**Drive-strength map**

Scale: 8 px per um.
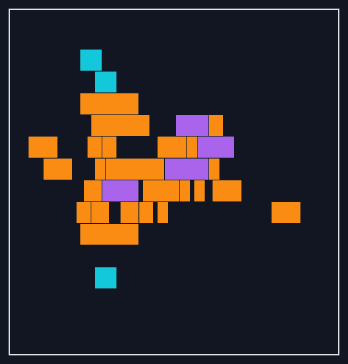
**Routed metal per tile**

Scale: 8 px per um. 8 x 9 tiles, from white (low) to dark blue (high), scaled to the fullest tile. Values are wire area over tile area, all layers added.
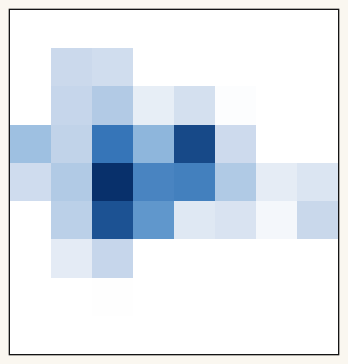
**Cell classes on the final placement**

Scale: 12 px per um.
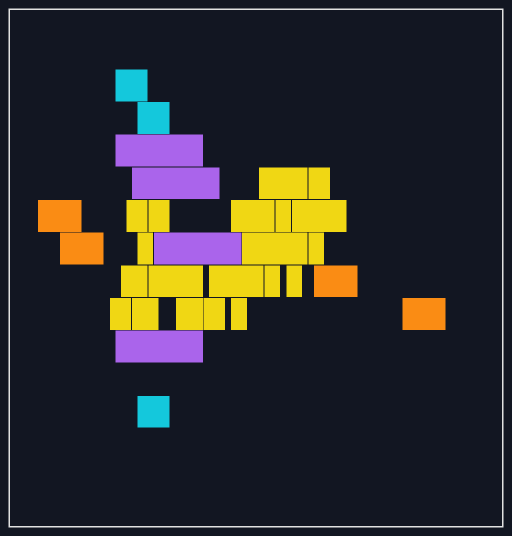
## config.mk

```make
export PLATFORM = sky130hd
export DESIGN_NAME = hold_timer
export DESIGN_NICKNAME = d
export VERILOG_FILES = /design/src/rtl/gate_stim_checker_hold_timer.sv
export SDC_FILE = /design/constraint.sdc
export NUM_CORES = 1
export LEC_CHECK = 0
export CAP_MARGIN = 40
export CORE_AREA = 2 2 39 41
export DETAILED_ROUTE_END_ITERATION = 12
export DIE_AREA = 0 0 41 43
export GPL_ROUTABILITY_DRIVEN = 0
export SYNTH_ARGS = -nofsm -noshare
export SYNTH_HDL_FRONTEND = slang
export SYNTH_SLANG_ARGS = --single-unit
```

## constraint.sdc

```tcl
create_clock -name clk -period 4 [get_ports clk]
set_clock_uncertainty 0.2 [all_clocks]
set_input_delay 0.8 -clock clk [delete_from_list [all_inputs] [get_ports clk]]
set_output_delay 0.8 -clock clk [all_outputs]
set_load 0.005 [all_outputs]
```

## src/rtl/gate_stim_checker_hold_timer.sv

```systemverilog
// Down-counter with reload: zero is high once the count has run out.
// Shared by the lab sequencers to pace how long each stimulus is held.
module hold_timer #(
  parameter int WIDTH = 4,
  parameter int LOAD  = 9
) (
  input  logic clk,
  input  logic rst,
  input  logic load,
  input  logic tick,
  output logic zero
);

  logic [WIDTH-1:0] cnt_r;

  // Load takes priority over counting; the count parks at zero.
  always_ff @(posedge clk) begin
    if (rst) begin
      cnt_r <= '0;
    end else if (load) begin
      cnt_r <= WIDTH'(LOAD);
    end else if (tick && (cnt_r != '0)) begin
      cnt_r <= cnt_r - WIDTH'(1);
    end else begin
      cnt_r <= cnt_r;
    end
  end

  assign zero = (cnt_r == '0);

endmodule

```

==> flow_summary.yaml <==
# physical design summary
finish:
  reg_top3: "cnt_r (4)"
  largest_reg_flops: 4
  antennaDiodeCount: 0
  syn_to_final_growth_pct: 37.5
  fillers: 151
  final_nets: 38
  comb_area_um2: 125
  regArea_um2: 80.1
synth:
  yosys_area_um2: 220
  synth.distinct_cells: 15
  fa_ha_area_frac: 0.0568
  ys_seq_frac: 0.364
  syn_avg_cell_area_um2: 9.18
  synth_area_um2: 220
  netlist_instances: 24
  ys_sh_mux: 0.0455
  synthAoiAreaFrac: 0.176
  yosysWarningCount: 0
  synthFlopType: "dfxtp_1"
  ys_ff: 4
  xor_share: 0
  synth-async-reset-ratio: 0
  synth.net_count: 29
route:
  final_antenna_net_count: 0
  dr.pass1.iters: 2
  drc_errors: 0
clock_tree:
  clock-sinks: 4
  insertion_delay_ns: 0.24
  h-tree-depth: 1
  tritoncts: "built"
  path_clk_slew_ns: 0.04
  ctsHoldBuffers: 0
  post-cts-setup-buffers: 0
  cts_resized: 0
  root_buffer: "clkbuf_4"
outcome:
  status: "completed"
floorplanning:
  die_w_um: 41
  chipArea_um2: 1760
  io_pins: 5
  fp_util: 0.159
  core_um2: 1380
worst_setup_path:
  critPathKind: "reg -> out"
  path_max_fanout: 5
  critPathRequiredTime_ns: 3.00
  r2r_start: "cnt_r[0]"
  startpoint: "cnt_r[0]"
  worst_setup_path_start_kind: "flop"
  reg2reg_depth: 5
  endpoint: "zero"
  rr_endpoint: "cnt_r[1]"
power:
  leakage_nw: 0.117
  peakVddDrop_v: 0.000106
  total_power_mw: 0.115
global_route:
  grt_pass1_vias: 184
  antenna_found_initial: 0
  overflow: 0
  grt_pass1_wl_um: 669
  grt_max_degree: 6
timing:
  grt_setup_unrepaired: "false"
  period_minus_slack_ns: 2.67
  max_slew_margin: 0.818
  finalMaxSlewViolations: 0
  timing.fmax_mhz: 375
  fin_crit_sh: 0.666
min_path:
  hp-start: "cnt_r[0]"
  hold-path-endpoint: "cnt_r[0]"
  hp-class: "reg -> reg"
placed_design:
  io_buffers: 4
Back to the opening pictures, 'drive-strength map':
color	size	cells	share
cyan	_3 and _4 cells	3	9.7%
orange	_0 and _1 cells	24	77%
purple	_2 cells	4	13%
Final Instance Area: 303 um2
Worst Setup Slack, final: 1.33 ns

Back to the opening pictures, 'routed metal per tile':
nearly empty tiles	60%
densest ninth of the die	center
tiles over half the peak	9.7%
mean over tiles	0.036
fullest tile	0.25
Avg WL per Cell: 8.09 um
Post-Route WL: 380 um
DR vias: 194

Back to the opening pictures, 'cell classes on the final placement':
color	class	cells	share of their area
yellow	combinational and other logic	20	50%
cyan	clock drivers	3	8.0%
orange	remaining buffers and delay cells	4	14%
purple	sequential cells	4	28%
fin util: 0.219
cell row count: 14

==> critical path, cell delays in order, from the launching register on <==
cell and delay, ns:
dfxtp_1 0.33, inv_1 0.06, ha_1 0.19, nor3b_2 0.29, clkdlybuf4s50_1 0.56
==> Yosys cell counts, types with 2 or more instances <==
cell / number / area [um2]
dfxtp_1: 4 / 80.1
o21ai_0: 2 / 10.0
a21oi_1: 2 / 10.0
inv_1: 4 / 15.0
or3_1: 2 / 12.5
==> cell type report <==
type	count	area share
tap	16	0.0661
timing repair buffer	4	0.132
multi-input combinational	16	0.413
clock buffer	3	0.0744
sequential	4	0.264
inverter	4	0.0496
==> cells in the final DEF, fill, tap and decap left out, drive strengths merged <==
cell           synthesis  layout
dfxtp                  4       4
a21oi                  2       2
nor4b                  1       1
clkdlybuf4s50          0       4
nor3b                  1       1
and4b                  1       1
clkbuf                 0       3
ha                     1       1
nor2                   1       1
mux2i                  1       1
nand2                  1       1
or3                    2       2
a211oi                 1       1
nor3                   1       1
inv                    4       4
a31oi                  1       1
o21ai                  2       2
==> metal layers <==
layer	GRT usage	share of wire
met2	0.0688	0.38
met1	0.0707	0.51
met3	0.0157	0.050
met4	0.100	0.053
met5	0	0
==> through the flow <==
stage          hold slack [ns]  worst slack [ns]  cells  area [um2]   util
2_1_floorplan            0.295              2.22     24         220      -
3_3_place_gp             0.324              1.59     44         280  0.203
3_5_place_dp             0.337              1.57     44         280  0.203
4_1_cts                  0.342              1.31     47         303  0.219
5_1_grt                  0.358              1.23     47         303  0.219
6_report                 0.337              1.33     47         303  0.219
==> power breakdown <==
group	switching, mW	leakage (nW)	total (mW)	internal (mW)
combinational	0.00859	0.0707	0.0204	0.0118
clock	0.0162	0.0138	0.0497	0.0335
sequential	0.00247	0.0330	0.0451	0.0426
No activity file was given, so power comes from the tool's default toggle rates.
